## src/rtl/icache_refill_ctrl.sv

```systemverilog
// I-cache line refill sequencer: one AHB-Lite WRAP4 read burst per miss, critical word first.
// Optional error abort is built when REFILL_ERR_ABORT_EN is defined.
module icache_refill_ctrl #(
    parameter int ADDR_W   = 32,
    parameter bit CRIT_1ST = 1'b1
) (
    input  logic              clk,
    input  logic              rst,
    input  logic              miss_req,
    input  logic [ADDR_W-1:0] miss_addr,
    output logic              busy,
    output logic [ADDR_W-1:0] haddr,
    output logic [1:0]        htrans,
    output logic [2:0]        hburst,
    output logic [2:0]        hsize,
    output logic              hwrite,
    input  logic              hready,
    input  logic              hresp,
    input  logic [31:0]       hrdata,
    output logic              refill_we,
    output logic [1:0]        refill_word_idx,
    output logic [31:0]       refill_data,
    output logic              refill_done,
    output logic              refill_err
);

    localparam logic [1:0] HT_IDLE   = 2'b00;
    localparam logic [1:0] HT_NONSEQ = 2'b10;
    localparam logic [1:0] HT_SEQ    = 2'b11;
    localparam logic [2:0] HB_SINGLE = 3'b000;
    localparam logic [2:0] HB_WRAP4  = 3'b010;

    typedef enum logic [1:0] {S_IDLE, S_ADDR, S_BURST, S_DRAIN} state_t;

    state_t              state_q;
    logic [ADDR_W-1:4]   base_q;
    logic [1:0]          off0_q;
    logic [1:0]          abeat_q;
    logic [1:0]          dbeat_q;
    logic [ADDR_W-1:0]   haddr_q;
    logic [1:0]          htrans_q;
    logic [2:0]          hburst_q;
    logic                busy_q;
    logic                done_q;
    logic                err_q;
    logic                abort_q;

    logic [1:0]          off0_d;
    logic [1:0]          widx_next_d;
    logic                dphase_live;
    logic                err_hit;

    assign off0_d      = CRIT_1ST ? miss_addr[3:2] : 2'b00;
    assign widx_next_d = off0_q + abeat_q + 2'd1;

    // A data phase runs alongside every address beat after the first, and in DRAIN.
    assign dphase_live = ((state_q == S_BURST) || (state_q == S_DRAIN)) && !abort_q;

`ifdef REFILL_ERR_ABORT_EN
    assign err_hit = dphase_live && hresp;
`else
    logic unused_hresp;
    assign unused_hresp = hresp;
    assign err_hit      = 1'b0;
`endif

    assign refill_we       = dphase_live && hready && !err_hit;
    assign refill_word_idx = off0_q + dbeat_q;
    assign refill_data     = hrdata;

    assign busy        = busy_q;
    assign haddr       = haddr_q;
    assign htrans      = htrans_q;
    assign hburst      = hburst_q;
    assign hsize       = 3'b010;
    assign hwrite      = 1'b0;
    assign refill_done = done_q;
    assign refill_err  = err_q;

    always_ff @(posedge clk) begin
        if (rst) begin
            state_q  <= S_IDLE;
            base_q   <= '0;
            off0_q   <= '0;
            abeat_q  <= '0;
            dbeat_q  <= '0;
            haddr_q  <= '0;
            htrans_q <= HT_IDLE;
            hburst_q <= HB_SINGLE;
            busy_q   <= 1'b0;
            done_q   <= 1'b0;
            err_q    <= 1'b0;
            abort_q  <= 1'b0;
        end else begin
            done_q <= 1'b0;
            err_q  <= 1'b0;
            case (state_q)
                S_IDLE: begin
                    if (miss_req) begin
                        base_q   <= miss_addr[ADDR_W-1:4];
                        off0_q   <= off0_d;
                        haddr_q  <= {miss_addr[ADDR_W-1:4], off0_d, 2'b00};
                        htrans_q <= HT_NONSEQ;
                        hburst_q <= HB_WRAP4;
                        busy_q   <= 1'b1;
                        abeat_q  <= 2'd0;
                        dbeat_q  <= 2'd0;
                        abort_q  <= 1'b0;
                        state_q  <= S_ADDR;
                    end
                end
                S_ADDR: begin
                    if (hready) begin
                        abeat_q  <= 2'd1;
                        dbeat_q  <= 2'd0;
                        haddr_q  <= {base_q, widx_next_d, 2'b00};
                        htrans_q <= HT_SEQ;
                        state_q  <= S_BURST;
                    end
                end
                S_BURST: begin
                    if (err_hit) begin
                        htrans_q <= HT_IDLE;
                        hburst_q <= HB_SINGLE;
                        if (hready) begin
                            done_q  <= 1'b1;
                            err_q   <= 1'b1;
                            busy_q  <= 1'b0;
                            state_q <= S_IDLE;
                        end else begin
                            abort_q <= 1'b1;
                            state_q <= S_DRAIN;
                        end
                    end else if (hready) begin
                        dbeat_q <= abeat_q;
                        if (abeat_q == 2'd3) begin
                            htrans_q <= HT_IDLE;
                            hburst_q <= HB_SINGLE;
                            state_q  <= S_DRAIN;
                        end else begin
                            abeat_q <= abeat_q + 2'd1;
                            haddr_q <= {base_q, widx_next_d, 2'b00};
                        end
                    end
                end
                S_DRAIN: begin
                    // Aborted bursts wait here for the error response to complete.
                    if (hready) begin
                        done_q  <= 1'b1;
                        err_q   <= abort_q || err_hit;
                        busy_q  <= 1'b0;
                        abort_q <= 1'b0;
                        state_q <= S_IDLE;
                    end else if (err_hit) begin
                        abort_q <= 1'b1;
                    end
                end
                default: state_q <= S_IDLE;
            endcase
        end
    end

endmodule

```

## config.mk

```make
export PLATFORM = sky130hd
export DESIGN_NAME = icache_refill_ctrl
export DESIGN_NICKNAME = d
export VERILOG_FILES = /design/src/rtl/icache_refill_ctrl.sv
export SDC_FILE = /design/constraint.sdc
export NUM_CORES = 1
export LEC_CHECK = 0
export CORE_ASPECT_RATIO = 0.6
export CORE_MARGIN = 4
export CORE_UTILIZATION = 30
export CTS_BUF_LIST = sky130_fd_sc_hd__clkbuf_4
export DETAILED_ROUTE_END_ITERATION = 7
export GPL_TIMING_DRIVEN = 0
export PLACE_DENSITY_LB_ADDON = 0.1
export REMOVE_ABC_BUFFERS = 1
export SYNTH_ARGS = -nofsm -noshare
export SYNTH_HDL_FRONTEND = slang
export SYNTH_SLANG_ARGS = --single-unit
```

## constraint.sdc

```tcl
create_clock -name clk -period 4.04 [get_ports clk]
set_clock_uncertainty 0.2 [all_clocks]
set_input_delay 0.606 -clock clk [delete_from_list [all_inputs] [get_ports clk]]
set_output_delay 0.606 -clock clk [all_outputs]
set_load 0.01 [all_outputs]
```

**Metal 1**

Bar = 50 um. Supply wires on this layer in gray.
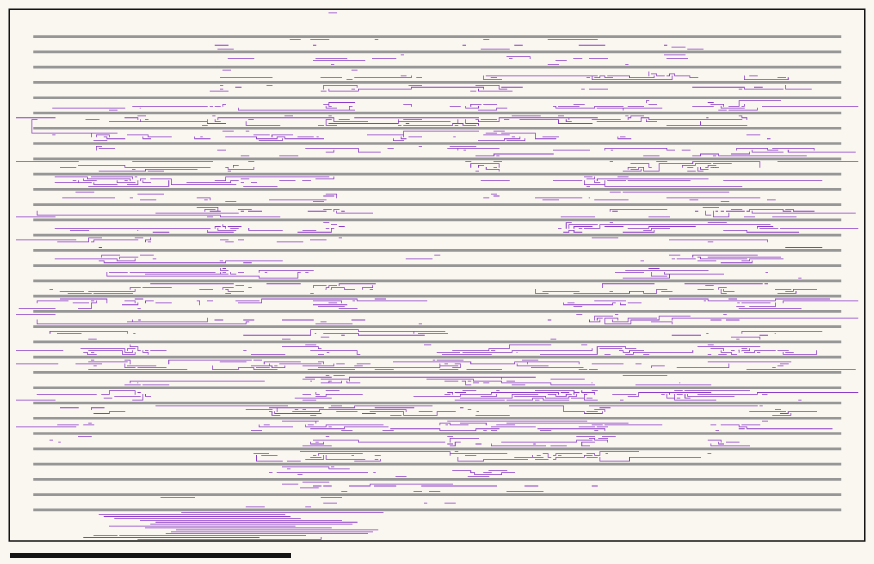
- longest straight run: 37.3 um
- main direction: horizontal
- nets with wire on the layer: 462
met1 capacity usage during global routing: 0.191
DRT Wirelength: 9.69 mm
vias: 2771

**M2 wires**

Cells faint in the background.
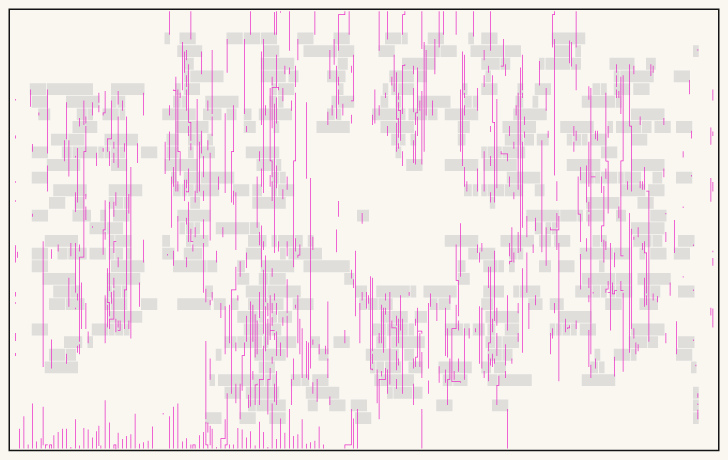
- main direction: vertical
- nets with wire on the layer: 401
- longest straight run: 57.1 um

**M3 wires**

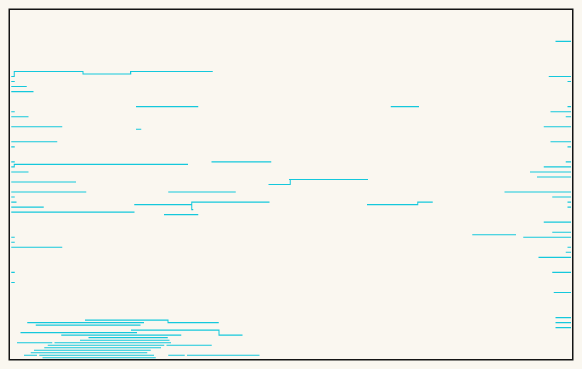
- nets with wire on the layer: 71
- longest straight run: 46.9 um
met3 demand-to-capacity share in global routing: 0.0861

==> summary.txt <==
Min-Delay Startpoint -> base_q[26]
status -> complete, no violations
switching power as a share of total power -> 0.378
type of element launching the critical path -> flop
global-route wire length before repair -> 15.1 mm
clock network share of area -> 0.0244
Seq cells -> 71
post-CTS setup buffers -> 0
list of most frequent post-synthesis cells -> sky130_fd_sc_hd__dfxtp_1 (71), sky130_fd_sc_hd__nand2_1 (68), sky130_fd_sc_hd__buf_4 (41)
Critical Setup Path Class -> reg2reg
Top logic family -> simple AND/OR/NAND/NOR gates
most frequent logic cell in the layout -> sky130_fd_sc_hd__dfxtp_1
Port Buffers -> 71
drt initial violations -> 128
post-place instance area -> 0.00431 mm2
first element of the critical path -> state_q[0]
sequential share of cell area -> 0.322
wire per inst -> 15.7 um
proportion of synthesized flip-flops having asynchronous set or reset -> 0
endpoint of the worst-slack reg-to-reg timing path -> haddr[22]
yosys aoi share -> 0.0769
number of non-clock inverters -> 5
global route hottest layer -> met1
Comb area share -> 0.430
worst r2r src -> state_q[0]
area taken by flip-flops and latches -> 0.00142 mm2
Max-area cell share -> 0.380
top routing layer used -> met5
Worst Path Required -> 4.15 ns
Cell Count, Final, Fillers Out -> 618
num ports -> 148
arrival time of the worst setup path -> 2.95 ns
nature of the critical path endpoint -> flop
post-synth area from yosys stat -> 0.00374 mm2
number of pins with negative max-slew slack in the final report -> 0
Hold Buf Count CTS -> 0
width of the die -> 152 um
flip-flop count of the largest register after layout -> 30
maximum frequency from static timing analysis -> 351 MHz
number of fill cells in the layout -> 1244
Cell area leaders -> sky130_fd_sc_hd__dfxtp_1 (38%), sky130_fd_sc_hd__mux2i_1 (8.8%), sky130_fd_sc_hd__buf_4 (8.2%)
leak pwr -> 1.75 nW
CTS HTree Levels -> 3
count of clock-net buffers in the final layout -> 11
largest area contributor in the netlist -> sky130_fd_sc_hd__dfxtp_1
power groups by stage:
stage          Sequential [W]  Combinational [W]  Clock [W]
2_1_floorplan         0.00105           0.000948          0
3_3_place_gp          0.00100            0.00156          0
3_5_place_dp          0.00101            0.00159          0
4_1_cts              0.000993            0.00160   0.000415
5_1_grt               0.00102            0.00172   0.000446
6_report             0.000991            0.00157   0.000387
tightest hold or removal path, delay by kind of cell, from the launching register on:
| kind | cells | cell delay [ns] |
|---|---|---|
| AND-OR/OR-AND | 1 | 0.05 |
| AND/OR/NAND/NOR | 1 | 0.05 |
| flip-flops | 1 | 0.32 |
Power is estimated from default activity; no workload was simulated.
